**config.mk**
```make
export PLATFORM = sky130hd
export DESIGN_NAME = wrr_vc_mux
export DESIGN_NICKNAME = d
export VERILOG_FILES = /design/src/rtl/wrr_vc_mux.sv
export SDC_FILE = /design/constraint.sdc
export NUM_CORES = 1
export LEC_CHECK = 0
export ABC_CLOCK_PERIOD_IN_PS = 12750
export CORE_ASPECT_RATIO = 0.7
export CORE_MARGIN = 2
export CORE_UTILIZATION = 45
export DETAILED_ROUTE_END_ITERATION = 8
export HOLD_SLACK_MARGIN = 0.08
export PLACE_DENSITY = 0.8
export SLEW_MARGIN = 20
export SYNTH_ARGS = -nofsm -noshare
export SYNTH_HDL_FRONTEND = slang
export SYNTH_SLANG_ARGS = --single-unit
```
**constraint.sdc**
```tcl
create_clock -name clk -period 12.75 [get_ports clk]
set_input_delay 2.55 -clock clk [delete_from_list [all_inputs] [get_ports clk]]
set_output_delay 2.55 -clock clk [all_outputs]
set_load 0.03 [all_outputs]
```
**src/rtl/wrr_vc_mux.sv**
```systemverilog
// wrr_vc_mux: weighted round-robin merge of NUM_VC valid/ready channels into
// one registered output stream. Each VC gets up to weight[vc] consecutive
// words per turn, then the grant rotates to the next eligible VC.

// Per-VC lane: eligibility and the accept strobe for one channel.
module wrr_vc_lane #(
  parameter int WEIGHT_W = 4
) (
  input  logic                valid,
  input  logic [WEIGHT_W-1:0] weight,
  input  logic                sel,
  output logic                elig,
  output logic                ready
);
  // A zero weight removes the VC from arbitration entirely.
  assign elig  = valid && (weight != '0);
  assign ready = sel && elig;
endmodule

module wrr_vc_mux #(
  parameter int NUM_VC   = 4,
  parameter int DATA_W   = 8,
  parameter int WEIGHT_W = 4,
  parameter int ID_W     = $clog2(NUM_VC)
) (
  input  logic                         clk,
  input  logic                         reset,
  input  logic [NUM_VC-1:0]            in_valid,
  input  logic [NUM_VC*DATA_W-1:0]     in_data,
  output logic [NUM_VC-1:0]            in_ready,
  input  logic [NUM_VC*WEIGHT_W-1:0]   weight,
  output logic                         out_valid,
  output logic [DATA_W-1:0]            out_data,
  output logic [ID_W-1:0]              out_vc_id,
  input  logic                         out_ready
);

  localparam logic [ID_W:0] NVC = (ID_W+1)'(NUM_VC);

  logic [NUM_VC-1:0][DATA_W-1:0]   data_arr;
  logic [NUM_VC-1:0][WEIGHT_W-1:0] wt_arr;
  logic [NUM_VC-1:0]               elig;
  logic [NUM_VC-1:0]               gnt_oh;

  logic                load;
  logic                stay;
  logic                gnt_vld;
  logic [ID_W-1:0]     gnt_id;
  logic [ID_W:0]       cand;

  logic [ID_W-1:0]     cur_q, cur_d;
  logic [WEIGHT_W-1:0] cnt_q, cnt_d;
  logic                out_valid_q, out_valid_d;
  logic [DATA_W-1:0]   out_data_q, out_data_d;
  logic [ID_W-1:0]     out_vc_q, out_vc_d;

  // Packed-array views: VC i lands at element i, matching the flat layout.
  assign data_arr = in_data;
  assign wt_arr   = weight;

  for (genvar i = 0; i < NUM_VC; i++) begin : g_lane
    assign gnt_oh[i] = gnt_vld && (gnt_id == ID_W'(i));
    wrr_vc_lane #(.WEIGHT_W(WEIGHT_W)) u_lane (
      .valid  (in_valid[i]),
      .weight (wt_arr[i]),
      .sel    (gnt_oh[i]),
      .elig   (elig[i]),
      .ready  (in_ready[i])
    );
  end

  // Arbitration: keep cur while it has credit, else first eligible VC after cur.
  always_comb begin
    load    = !out_valid_q || out_ready;
    stay    = elig[cur_q] && (cnt_q < wt_arr[cur_q]);
    gnt_vld = 1'b0;
    gnt_id  = cur_q;
    cand    = '0;
    if (stay) begin
      gnt_vld = 1'b1;
    end else begin
      // Offset NUM_VC wraps back to cur, so a lone requester restarts its turn.
      for (int k = 1; k <= NUM_VC; k++) begin
        cand = {1'b0, cur_q} + (ID_W+1)'(k);
        if (cand >= NVC) cand = cand - NVC;
        if (!gnt_vld && elig[cand[ID_W-1:0]]) begin
          gnt_vld = 1'b1;
          gnt_id  = cand[ID_W-1:0];
        end
      end
    end
    // No accept while the output register is stalled or reset is held.
    if (!load || reset) gnt_vld = 1'b0;
  end

  // Turn state and output register next-state.
  always_comb begin
    cur_d       = cur_q;
    cnt_d       = cnt_q;
    out_valid_d = out_valid_q;
    out_data_d  = out_data_q;
    out_vc_d    = out_vc_q;
    if (gnt_vld) begin
      if (stay) begin
        cnt_d = cnt_q + WEIGHT_W'(1);
      end else begin
        cur_d = gnt_id;
        cnt_d = WEIGHT_W'(1);
      end
      out_data_d = data_arr[gnt_id];
      out_vc_d   = gnt_id;
    end
    if (load) out_valid_d = gnt_vld;
  end

  // State registers; synchronous reset drops any registered word.
  always_ff @(posedge clk) begin
    if (reset) begin
      cur_q       <= '0;
      cnt_q       <= '0;
      out_valid_q <= 1'b0;
      out_data_q  <= '0;
      out_vc_q    <= '0;
    end else begin
      cur_q       <= cur_d;
      cnt_q       <= cnt_d;
      out_valid_q <= out_valid_d;
      out_data_q  <= out_data_d;
      out_vc_q    <= out_vc_d;
    end
  end

  assign out_valid = out_valid_q;
  assign out_data  = out_data_q;
  assign out_vc_id = out_vc_q;

endmodule

```
==> impl_metrics.yaml <==
# synthesis and place-and-route metrics
job:
  maxCapViolCount: 0
  tool_warnings: 26
cells_and_area:
  regArea_um2: 340
  final_nets: 353
  fin_area_um2: 2710
  layoutNonFillerInstCount: 348
  utilization_pct: 62.9
  drive_gt1_share_pct: 12.3
  comb_area_um2: 1520
  diodes: 0
  fillers: 392
route:
  maxUsedRoutingLayer: "met4"
  wl_per_cell_um: 16.0
  ant_nets: 0
  met3_length_um: 333
  wl_um: 5560
  viasPerCell: 5.98
die:
  die_x_um: 83.7
  dieHeight_um: 59.8
  ios: 70
  rows: 20
  fp_util_pct: 46.5
  core_area_um2: 4300
cts:
  cts_tree: "yes"
  clock.latency.late_pin_ns: 0.25
  cts_resized: 0
  clk_pin_slew_ns: 0.07
  post_cts_buffers: 0
  ctsRootBufferMaster: "clkbuf_8"
  h-tree-depth: 1
  cts_made_buffers: 3
  hold_buffers: 0
global_routing:
  grt_max_degree: 26
  gr-max-usage-layer: "met1"
  grt_pass1_wl_um: 9260
  antenna_found_initial: 0
  met2_usage_pct: 34.5
  grt_pass1_vias: 1917
  grt_use_met1_pct: 34.9
  grt_usage_pct: 22.8
  grt_overflow: 0
  use_met3_pct: 2.21
setup_path:
  worstPathArrival_ns: 6.54
  startpoint: "weight[6]"
  critPathLaunchType: "input port"
  reg2reg_depth: 10
  timing.rr.start: "cur_q[1]$_SDFFE_PP0P_"
  path_class: "input port to output pin"
  worst-r2r-setup-slack_ns: 8.85
  r2r-end: "out_data[5]$_SDFFE_PP0N_"
  crit_fanout: 20
  required_ns: 10.20
  crit_path_end_kind: "output pin"
final_timing:
  min_period_ns: 9.09
  finalSetupTns_ns: 0
  setup_slack_ns: 3.66
  skew_ns: 0.00601
  hold_viol: 0
  fmaxAchievable_ghz: 0.110
  setup_viol_count_final: 0
  relSlewSlack_pct: 42.0
  worst_hold_slack_ns: 0.497
  worstMarginPinSlew_ns: 0.868
  report.final.slew_viol_count: 0
power:
  p_comb_share_pct: 71.2
  power_frac_seq_pct: 19.6
  irDropWorstVdd_uv: 98.6
  leakagePower_nw: 0.944
  p_per_area_nw_per_um2: 162
place:
  numPortBuffers: 69
  gp_congestion: 0.893
  placed_cells: 342
  place_area_um2: 2650
  dp_hpwl_um: 4450
  pre_cts_slack_ns: 3.66
synth:
  ys_types: 46
  synth-seq-cells: 17
  synth_warnings: 0
  synth_seq_share_pct: 17.0
  ys_cells: 235
  netlist_area_um2: 2000
  postSynthCellCount: 235
run_status:
  outcome: "finished, final reports clean"
hold_path:
  hold_class: "register to register"
## power by group through the flow
stage | logic (W) | clock network, W | registers, W
2_1_floorplan | 0.000218 | 0 | 0.000101
6_report | 0.000312 | 0.0000404 | 0.0000859
3_3_place_gp | 0.000302 | 0 | 0.0000868
4_1_cts | 0.000308 | 0.0000408 | 0.0000860
5_1_grt | 0.000338 | 0.0000444 | 0.0000890
3_5_place_dp | 0.000307 | 0 | 0.0000871
## worst max-delay path, cell delays in order
cell and delay, ns:
clkdlybuf4s50_1 0.48, mux4_2 0.48, inv_1 0.07, ha_1 0.23, a21o_1 0.19, a21o_1 0.18
o22ai_1 0.24, o21ba_1 0.66, or3_1 0.39, nand2_1 0.14, nor3_1 0.23, clkdlybuf4s50_1 0.70
## state kept, by name (all words and copies together) (netlist names)
signal and flops:
cur_q 2, out_valid 1, out_data 8, cnt_q 4
out_vc_id 2
## layout make-up
type                       instances  area share [%]
tap                               55            2.54
multi-input combinational        194            55.9
clock buffer                       4            1.66
sequential                        17            12.6
timing repair buffer              73            26.6
inverter                           5           0.693
## cell families (layout without fill, tap and decap cells)
family,after synthesis,count (layout),share of synthesized area (%)
compound gates,86,86,34.4
xor+xnor,3,3,1.31
fa+ha+maj,4,4,2.50
buf+inv,24,82,7.37
flops,17,17,17.0
mux,24,24,16.2
simple gates,77,77,21.2
## Yosys cell counts, drive strengths merged
library cell / count / area (µm²)
a211oi: 12 / 100
a21o: 2 / 15.0
a21oi: 12 / 63.8
a221oi: 2 / 30.0
a22oi: 16 / 120
a2bb2oi: 1 / 8.76
and2: 1 / 6.26
buf: 13 / 106
clkbuf: 6 / 22.5
dfxtp: 17 / 340
ha: 4 / 50.1
inv: 5 / 18.8
mux2: 8 / 90.1
mux2i: 10 / 100
mux4: 6 / 135
nand2: 7 / 28.8
nand2b: 10 / 62.6
nand3: 5 / 25.0
nand3b: 9 / 67.6
nor2: 23 / 96.4
nor2b: 5 / 31.3
nor3: 13 / 76.3
nor4: 1 / 12.5
o21a: 1 / 7.51
o21ai: 15 / 78.8
o21ba: 1 / 10.0
o21bai: 2 / 15.0
o221ai: 8 / 70.1
o22ai: 1 / 6.26
o31ai: 8 / 60.1
o41a: 1 / 11.3
o41ai: 4 / 91.3
or2: 1 / 6.26
or3: 2 / 12.5
xnor2: 3 / 26.3
## how the worst min path moves through the flow
stage | cells after the start | slack (ns) | start | endpoint
CTS | 2 | 0.50 | out_data[4]$_SDFFE_PP0N_ | out_data[4]$_SDFFE_PP0N_
detailed placement | 2 | 0.48 | out_data[7]$_SDFFE_PP0N_ | out_data[7]$_SDFFE_PP0N_
finish | 2 | 0.50 | out_data[7]$_SDFFE_PP0N_ | out_data[7]$_SDFFE_PP0N_
global route | 2 | 0.51 | out_data[7]$_SDFFE_PP0N_ | out_data[7]$_SDFFE_PP0N_
global placement | 2 | 0.48 | out_data[1]$_SDFFE_PP0N_ | out_data[1]$_SDFFE_PP0N_
floorplan | 2 | 0.47 | cnt_q[3]$_SDFFE_PP0N_ | cnt_q[3]$_SDFFE_PP0N_
sizes.png
Bar = 20 µm.
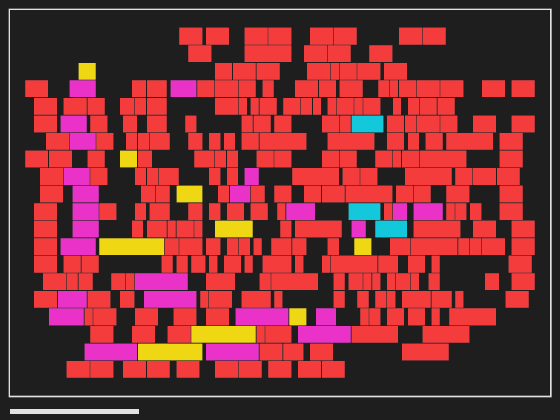
Key: cyan = _6 and larger [cells 3, most used clkbuf_8]; yellow = _3 and _4 cells [cells 9]; red = _0 and _1 cells [cells 257, most used clkdlybuf4s50_1]; magenta = _2 cells [cells 24, most used mux2_2]

layer_met2.png
Bar = 20 µm.
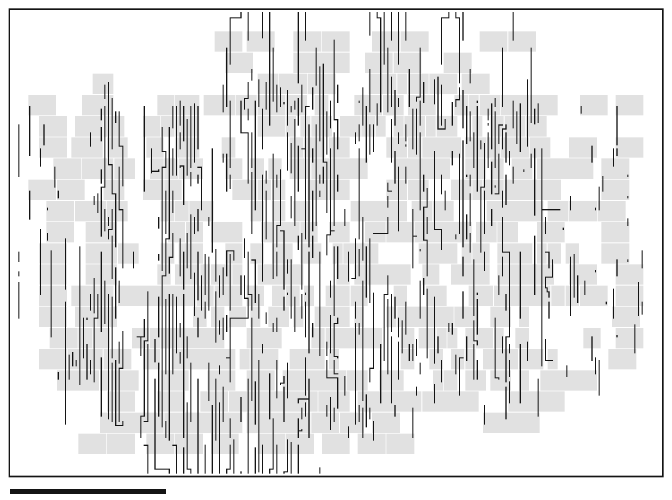
The wires run mostly vertical. The longest straight run is 27.9 µm. The layer holds 42% of the routed length.

wires.png
Only two layers are drawn.
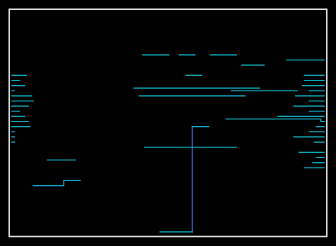
Key: blue = metal 4 [wire length 27.9 µm]; cyan = metal 3 [wire length 334 µm]

No activity file was given, so power comes from the tool's default toggle rates.
